drive_strength.png
Scale bar: 20 µm.
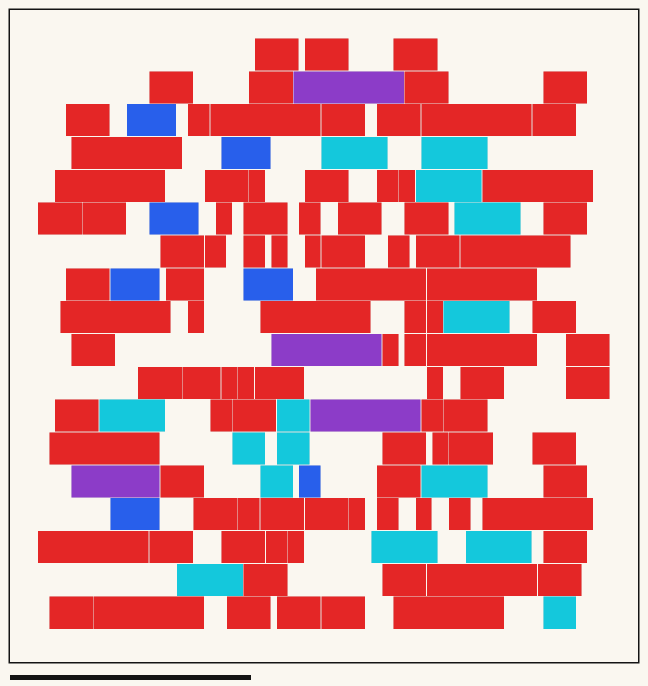
metal_stack.png
Only two layers are drawn.
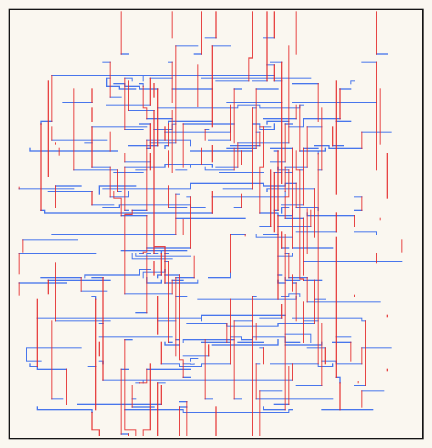
final_congestion.png
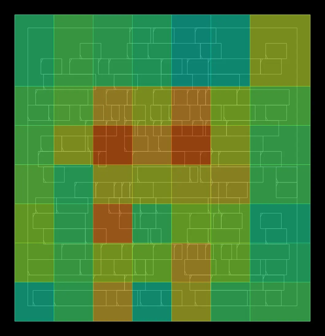
zoom.png
Window x 26 to 51, y 1 to 26 µm. Cells in grey, sequential cells in the stronger grey; small squares are vias.
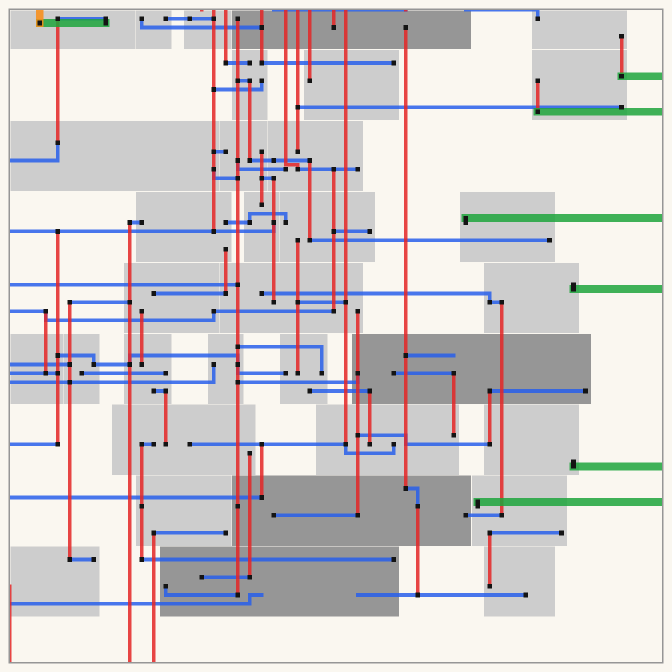
pdn.png
Scale bar: 20 µm. Pins as bars on the die edge. Tap cells in grey.
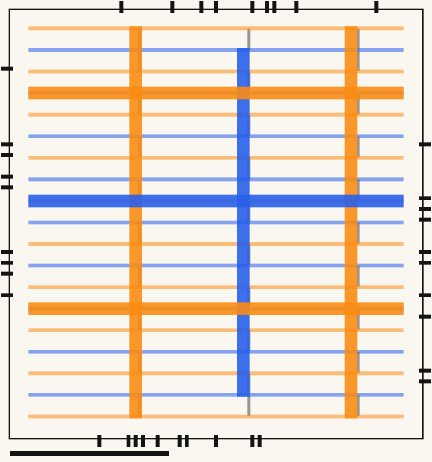
==> config.mk <==
export PLATFORM = sky130hd
export DESIGN_NAME = shifter_unit
export DESIGN_NICKNAME = d
export VERILOG_FILES = /design/src/rtl/shifter_pkg.sv /design/src/rtl/shifter_core.sv /design/src/rtl/shifter_unit.sv
export SDC_FILE = /design/constraint.sdc
export NUM_CORES = 1
export LEC_CHECK = 0
export CORE_AREA = 2 2 50 52
export CTS_BUF_LIST = sky130_fd_sc_hd__clkbuf_16
export DETAILED_ROUTE_END_ITERATION = 12
export DIE_AREA = 0 0 52 54
export MAX_ROUTING_LAYER = met4
export PLACE_DENSITY_LB_ADDON = 0.05
export REMOVE_ABC_BUFFERS = 1
export SETUP_SLACK_MARGIN = 0.15
export SLEW_MARGIN = 10
export SYNTH_ARGS = -nofsm -noshare
export SYNTH_HDL_FRONTEND = slang
export SYNTH_HIERARCHICAL = 1
export SYNTH_SLANG_ARGS = --single-unit
==> constraint.sdc <==
create_clock -name clk -period 1.8 [get_ports clk]
set_input_delay 0.27 -clock clk [delete_from_list [all_inputs] [get_ports clk]]
set_output_delay 0.27 -clock clk [all_outputs]
set_load 0.02 [all_outputs]
==> src/rtl/shifter_pkg.sv <==
// Shared types for the datapath 1-bit shifter: operation encoding and code width.
package shifter_pkg;

  localparam int unsigned SHIFT_W = 2;

  typedef enum logic [SHIFT_W-1:0] {
    SH_NONE = 2'b00,
    SH_LSL  = 2'b01,
    SH_LSR  = 2'b10,
    SH_ASR  = 2'b11
  } shift_op_e;

endpackage

==> src/rtl/shifter_core.sv <==
// Combinational 1-bit shifter: pass, LSL, LSR or ASR selected by a fully decoded 2-bit code.
module shifter_core
  import shifter_pkg::*;
#(
  parameter int unsigned data_width = 16
) (
  input  logic [data_width-1:0] in,
  input  logic [SHIFT_W-1:0]    shift,
  output logic [data_width-1:0] r
);

  always_comb begin
    r = in;
    unique case (shift_op_e'(shift))
      SH_NONE: r = in;
      SH_LSL:  r = {in[data_width-2:0], 1'b0};
      SH_LSR:  r = {1'b0, in[data_width-1:1]};
      SH_ASR:  r = {in[data_width-1], in[data_width-1:1]};
    endcase
  end

endmodule

==> src/rtl/shifter_unit.sv <==
// Registered 1-bit shifter between register-file B read and ALU B input.
// Define SHIFTER_STATUS_EN to add registered out_zero / out_neg result flags.
module shifter_unit
  import shifter_pkg::*;
#(
  parameter int unsigned data_width = 16
) (
  input  logic                  clk,
  input  logic                  rst_n,
  input  logic                  in_valid,
  input  logic [data_width-1:0] in,
  input  logic [SHIFT_W-1:0]    shift,
  output logic [data_width-1:0] sout1,
`ifdef SHIFTER_STATUS_EN
  output logic                  out_zero,
  output logic                  out_neg,
`endif
  output logic                  out_valid
);

  logic [data_width-1:0] r;
  logic [data_width-1:0] sout1_q;
  logic                  valid_q;

  shifter_core #(
    .data_width(data_width)
  ) u_core (
    .in   (in),
    .shift(shift),
    .r    (r)
  );

  // Result only updates on valid input; valid strobe is a plain one-cycle delay.
  always_ff @(posedge clk or negedge rst_n) begin
    if (!rst_n) begin
      sout1_q <= '0;
      valid_q <= 1'b0;
    end else begin
      valid_q <= in_valid;
      if (in_valid) begin
        sout1_q <= r;
      end
    end
  end

  assign sout1     = sout1_q;
  assign out_valid = valid_q;

`ifdef SHIFTER_STATUS_EN
  logic zero_q;
  logic neg_q;

  always_ff @(posedge clk or negedge rst_n) begin
    if (!rst_n) begin
      zero_q <= 1'b0;
      neg_q  <= 1'b0;
    end else if (in_valid) begin
      zero_q <= (r == '0);
      neg_q  <= r[data_width-1];
    end
  end

  assign out_zero = zero_q;
  assign out_neg  = neg_q;
`endif

endmodule

==> summary.txt <==
run metrics: GRT overflow=0, Late-Pin Clk Latency=0.25 ns, PD cells=865 nW/µm², FF+latch count=17, P_seq=456 µW, initial antenna violation count=0, count of final setup violators=0, final estimated routing congestion in global placement=0.710, Layout clock area frac=5.40%, Seq area share=28.7%, minimum clock period=1.49 ns, flop2flop setup slack=1.03 ns, Place WS=0.123 ns, comb area leader=multiplexers, Top-Level Pins=38, yosys simple share=5.47%, Tot Pwr=1.28 mW, CP startpoint=sout1[15], critical path class=register to output pin, R2R cell count=1, Detailed Routing Iterations Pass 1=4, antenna-violating nets left=0, CP peak stage delay=0.61 ns, worst-path maximum fanout=2, internal power=945 µW, unrepaired setup endpoints after global routing=no, Yosys top cell area share=41.3%, CTS resizes=0, core area=2320 µm², Synth Area in Compound Gates=8.51%, adder and majority gate portion of the synthesized area=0%, # port buffers=37, # DRC=0, Met2 Wirelength=937 µm, cell with the largest stage delay on the worst path=clkdlybuf4s50_1, Synth top cell by count=dfrtp_1, distinct cell type count after synthesis=14, clk pwr=452 µW, Die X=52 µm, Worst Setup End Kind=output pin, nets=148, top cell category=multi-input combinational cells, DP Wirelength=1540 µm, Top Consumer=sequential cells, WL met3=112 µm, # rows=18, Mapped Avg Cell Area=12.0 µm², Antenna Cells=0, # hold bufs at CTS=0, sequential share of power=35.5%, Setup Buffers After CTS=0, first-pass GRT wire length=3470 µm, max reg flops=16, Setup TNS=0 ns, # clock sinks=17, Peak VDD IR=0.465 mV, CP Launch Type=register, switch share=26.4%, number of enable flip-flop cells=0, clk root buf=clkbuf_16, yosys xor share=0%, status=completed, critical path buffer and inverter count=1, vias per inst=4.97, GRT busiest layer=met2, family with the most delay on the worst path=buffers and inverters, commonest cells in the synthesized netlist=dfrtp_1 (17), mux2i_1 (14), nand2_1 (14), Num CTS Buffers=3, Commonest Layout Cell=clkdlybuf4s50_1, Tap Cells=30, MI comb area=513 µm², Mux area share=35.8%, CP Capture Point=sout1[15], combinational power=376 µW, top layer in use=met4, Flops after synth=17, TritonCTS clock tree=yes, pin count of the biggest net entering global routing=18, post-route insts no fill=156, dominant logic cell types in the final layout=clkdlybuf4s50_1 (37), dfrtp_1 (17), mux2i_1 (14), nand2_1 (14), mux2_4 (10), Logic pwr share=29.3%, non-clk buf share=28.8%, Inverters=0, Iteration-0 DRC Markers=9, cells after synthesis=86, layout cells sized above 1=20.6%, hold_ws=0.352 ns, Worst Tran Pin Value=0.228 ns, sw power=339 µW
Notes on drive_strength.png above:
Key: purple = drive 6 and up [cells 4, share 3.2%]; red = drive 1 or less [cells 100, share 79%]; cyan = drive 3 to 4 [cells 15, share 12%]; blue = drive 2 [cells 7, share 5.6%]
Non-clk bufs: 43
fin area: 1480 µm²
Synth-to-Final Area Change: 44.1%
setup ws final: 0.312 ns

Notes on metal_stack.png above:
Key: blue = met1 [wire length 1000 µm]; red = met2 [wire length 938 µm]

Notes on final_congestion.png above:
wire length per cell: 13.3 µm
GRT met3 Usage: 3.61%
final core occ: 64.0%
grt met1 use: 21.9%
GR met2 Demand/Resource: 27.2%

Notes on zoom.png above:
Key: blue = met1; green = met3; orange = met4; red = met2
Sequential cells in the window: 4. Most frequent: clkdlybuf4s50_1 (10), nand2_1 (5). Netlist names of flops here include sout1 (4). 33 logic cells have their middle in the window.

Notes on pdn.png above:
Key: orange = VSS; blue = VDD
30 tap cells. 3 straps on met4. 3 straps on met5. The core has 18 rows.

Power is estimated from default activity; no workload was simulated.
